**Met1 routing**

Supply wires on this layer in grey.
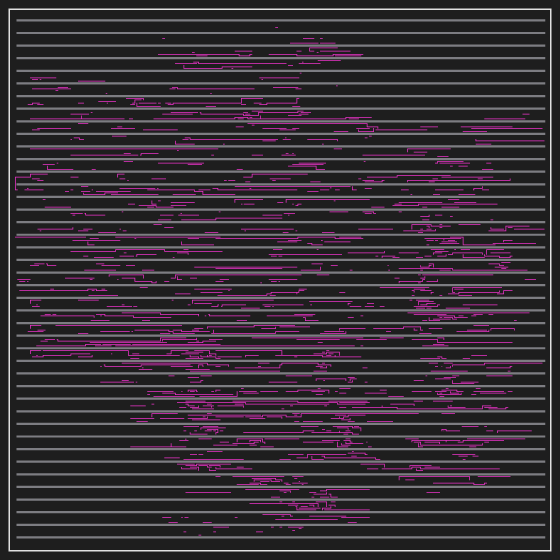
**Register map, names as in the netlist**

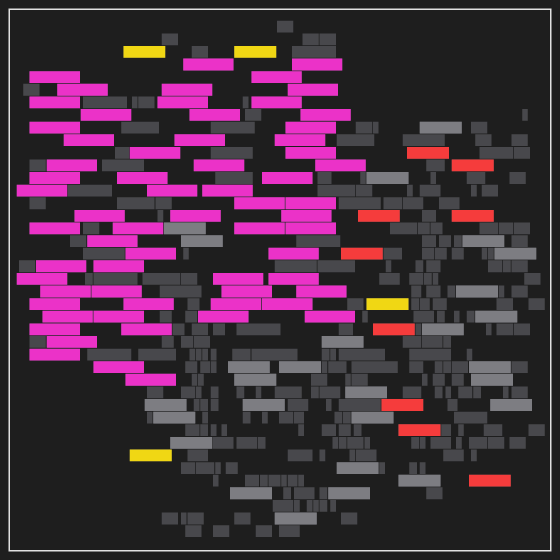
==> src/rtl/mac_dot_feeder.sv <==
// Operand-side initiator for a pipelined MAC: buffers one vector of operand pairs, streams it
// into the MAC and returns the dot product as (mac_out - baseline) on a valid/ready port.
module mac_dot_feeder #(
    parameter int DW      = 4,
    parameter int AW      = 9,
    parameter int DEPTH   = 8,
    parameter int MAC_LAT = 2
) (
    input  logic          clock,
    input  logic          reset,
    input  logic          wr_valid,
    output logic          wr_ready,
    input  logic [DW-1:0] wr_a,
    input  logic [DW-1:0] wr_b,
    input  logic          wr_last,
    output logic [DW-1:0] mac_in1,
    output logic [DW-1:0] mac_in2,
    input  logic [AW-1:0] mac_out,
    output logic          res_valid,
    input  logic          res_ready,
    output logic [AW-1:0] res_data,
    output logic          busy
);

    localparam int IW  = (DEPTH > 1) ? $clog2(DEPTH) : 1;
    localparam int DCW = $clog2(MAC_LAT + 2);

    localparam logic [1:0] FILL   = 2'd0;
    localparam logic [1:0] STREAM = 2'd1;
    localparam logic [1:0] DRAIN  = 2'd2;
    localparam logic [1:0] RESULT = 2'd3;

    // Handshakes: a transfer happens on a rising edge where valid and ready are both high;
    // the source holds its data stable while valid is high and ready is low.

    logic [1:0]       state;
    logic [IW-1:0]    wcnt;
    logic [IW-1:0]    ridx;
    logic [IW-1:0]    last_idx;
    logic [DCW-1:0]   dcnt;
    logic [AW-1:0]    base;
    logic [2*DW-1:0]  pair_mem [DEPTH];

    logic wr_fire;
    logic vec_end;

    assign wr_ready = (state == FILL);
    assign busy     = (state != FILL);
    assign wr_fire  = wr_valid && wr_ready;
    assign vec_end  = wr_last || (wcnt == IW'(DEPTH - 1));

    // Buffer storage is never reset; only entries written in this vector are read back.
    always_ff @(posedge clock) begin
        if (wr_fire) begin
            pair_mem[wcnt] <= {wr_a, wr_b};
        end
    end

    always_ff @(posedge clock or posedge reset) begin
        if (reset) begin
            state     <= FILL;
            wcnt      <= '0;
            ridx      <= '0;
            last_idx  <= '0;
            dcnt      <= '0;
            base      <= '0;
            mac_in1   <= '0;
            mac_in2   <= '0;
            res_valid <= 1'b0;
            res_data  <= '0;
        end else begin
            case (state)
                FILL: begin
                    mac_in1 <= '0;
                    mac_in2 <= '0;
                    if (wr_fire) begin
                        wcnt <= wcnt + 1'b1;
                        if (vec_end) begin
                            state    <= STREAM;
                            last_idx <= wcnt;
                            base     <= mac_out;
                            ridx     <= '0;
                        end
                    end
                end
                STREAM: begin
                    mac_in1 <= pair_mem[ridx][2*DW-1:DW];
                    mac_in2 <= pair_mem[ridx][DW-1:0];
                    ridx    <= ridx + 1'b1;
                    if (ridx == last_idx) begin
                        state <= DRAIN;
                        dcnt  <= '0;
                    end
                end
                DRAIN: begin
                    mac_in1 <= '0;
                    mac_in2 <= '0;
                    dcnt    <= dcnt + 1'b1;
                    // The last pair reaches mac_out MAC_LAT edges after it was loaded.
                    if (dcnt == DCW'(MAC_LAT)) begin
                        res_data  <= mac_out - base;
                        res_valid <= 1'b1;
                        state     <= RESULT;
                    end
                end
                default: begin
                    mac_in1 <= '0;
                    mac_in2 <= '0;
                    if (res_ready) begin
                        res_valid <= 1'b0;
                        wcnt      <= '0;
                        state     <= FILL;
                    end
                end
            endcase
        end
    end

endmodule

==> config.mk <==
export PLATFORM = sky130hd
export DESIGN_NAME = mac_dot_feeder
export DESIGN_NICKNAME = d
export VERILOG_FILES = /design/src/rtl/mac_dot_feeder.sv
export SDC_FILE = /design/constraint.sdc
export NUM_CORES = 1
export LEC_CHECK = 0
export CAP_MARGIN = 40
export CORE_UTILIZATION = 35
export DETAILED_ROUTE_END_ITERATION = 10
export GPL_TIMING_DRIVEN = 0
export PLACE_DENSITY_LB_ADDON = 0.2
export REMOVE_ABC_BUFFERS = 1
export SYNTH_ARGS = -nofsm -noshare
export SYNTH_HDL_FRONTEND = slang
export SYNTH_SLANG_ARGS = --single-unit
==> constraint.sdc <==
create_clock -name clock -period 6.3 [get_ports clock]
set_input_delay 1.26 -clock clock [delete_from_list [all_inputs] [get_ports clock]]
set_output_delay 1.26 -clock clock [all_outputs]
set_load 0.01 [all_outputs]
==> results_dict.tcl <==
# implementation run metrics
set metrics [dict create \
    status "finished clean" \
    n_fill_cell 1181 \
    cts_hold_buf 0 \
    cellLeakagePower_nw 2.090 \
    avgSynthCellArea_um2 15.09 \
    crit_path_max_incr_delay_ps 650 \
    grt_pass1_vias 2623 \
    ys_types 46 \
    yosysSeqAreaShare 0.6372 \
    fin_cells 532 \
    gp_congestion 0.7861 \
    drt_iter0_drc 108 \
    p_comb_frac 0.367 \
    ys_ff 104 \
    drv_cap 0 \
    flops 104 \
    dp_cells 516 \
    top_area_cell "edfxtp_1" \
    r2r-end "pair_mem[0][2]$_DFFE_PP_" \
    timing.final.ws_setup_ps 3018 \
    firstDrtPassIters 4 \
    min_path_cells 2 \
    fin_setup_tns_ps 0 \
    yosys.area.top_type_share 0.4190 \
    sh_comb_area 0.2733 \
    finalCriticalPeriod_ps 3282 \
    criticalPathCategory "flop to output pin" \
    worstRegToRegCells 4 \
    signal_buffer_area_fraction 0.09672 \
    clock_latency_ps 350 \
    switching_share 0.3276 \
    slew_headroom 0.4540 \
    die_w_um 116.5 \
    ios 42 \
    fmax_mhz 304.7 \
    tightestPinTransition_ps 816.7 \
    fin_skew_ps 9.202 \
    p_sw_mw 0.7715 \
    cts-resized-gates 0 \
    yosys_cells 304 \
    row_count 41 \
    synthAdderAreaFrac 0.04528 \
    power_density_nw_per_um2 423.3 \
    biggestCellCategory "registers" \
    wire_per_inst_um 16.23 \
    p_clk_frac 0.229 \
    cts_tree "yes" \
    num-multi-input-gates 169 \
    clockNetworkAreaShare 0.05241 \
    final_cell_mix "edfxtp_1 (64), clkdlybuf4s50_1 (41), dfrtp_1 (40)" \
    top_cell "edfxtp_1" \
    synthTopLogicFamily "multiplexers" \
    drt_wl_total_mm 8.635 \
    p_seq_frac 0.403 \
    design.core.area_um2 12720 \
    crit_fanout 16 \
    cts_setup_buffers 0 \
    total_power_mw 2.355 \
    clk_pin_slew_ps 80 \
    final_area_um2 5563 \
    worstSetupStartpoint "state[1]$_DFFE_PP0P_" \
    die_h_um 116.5 \
]
## Picture notes: 'met1 routing'
main direction: horizontal
nets with wire on the layer: 358

## Picture notes: 'register map, names as in the netlist'
| name in the netlist | colour | placed flops |
|---|---|---|
| base | red | 9 |
| mac_in1 | yellow | 4 |
| pair_mem | magenta | 64 |
not coloured: 27
Power Sequential: 0.950 mW
Register Area: 2923 um2
Seq area share: 0.5254
Finished Core Util: 0.4373

[power by group through the flow]
stage / registers (mW) / logic, mW / clock network [mW]
after floorplan: 0.986 / 0.543 / 0
after global placement: 0.987 / 0.801 / 0
after detailed placement: 0.965 / 0.876 / 0
after CTS: 0.951 / 0.880 / 0.558
after global routing: 0.970 / 0.970 / 0.582
final: 0.950 / 0.865 / 0.540
[routing by layer]
layer	vias up	GRT usage	wire length, um
li1	1241	-	-
met1	1296	0.1797	3900
met2	50	0.2442	4276
met3	9	0.03840	341
met4	0	0.04615	116
met5	-	0	0
No activity file was given, so power comes from the tool's default toggle rates.
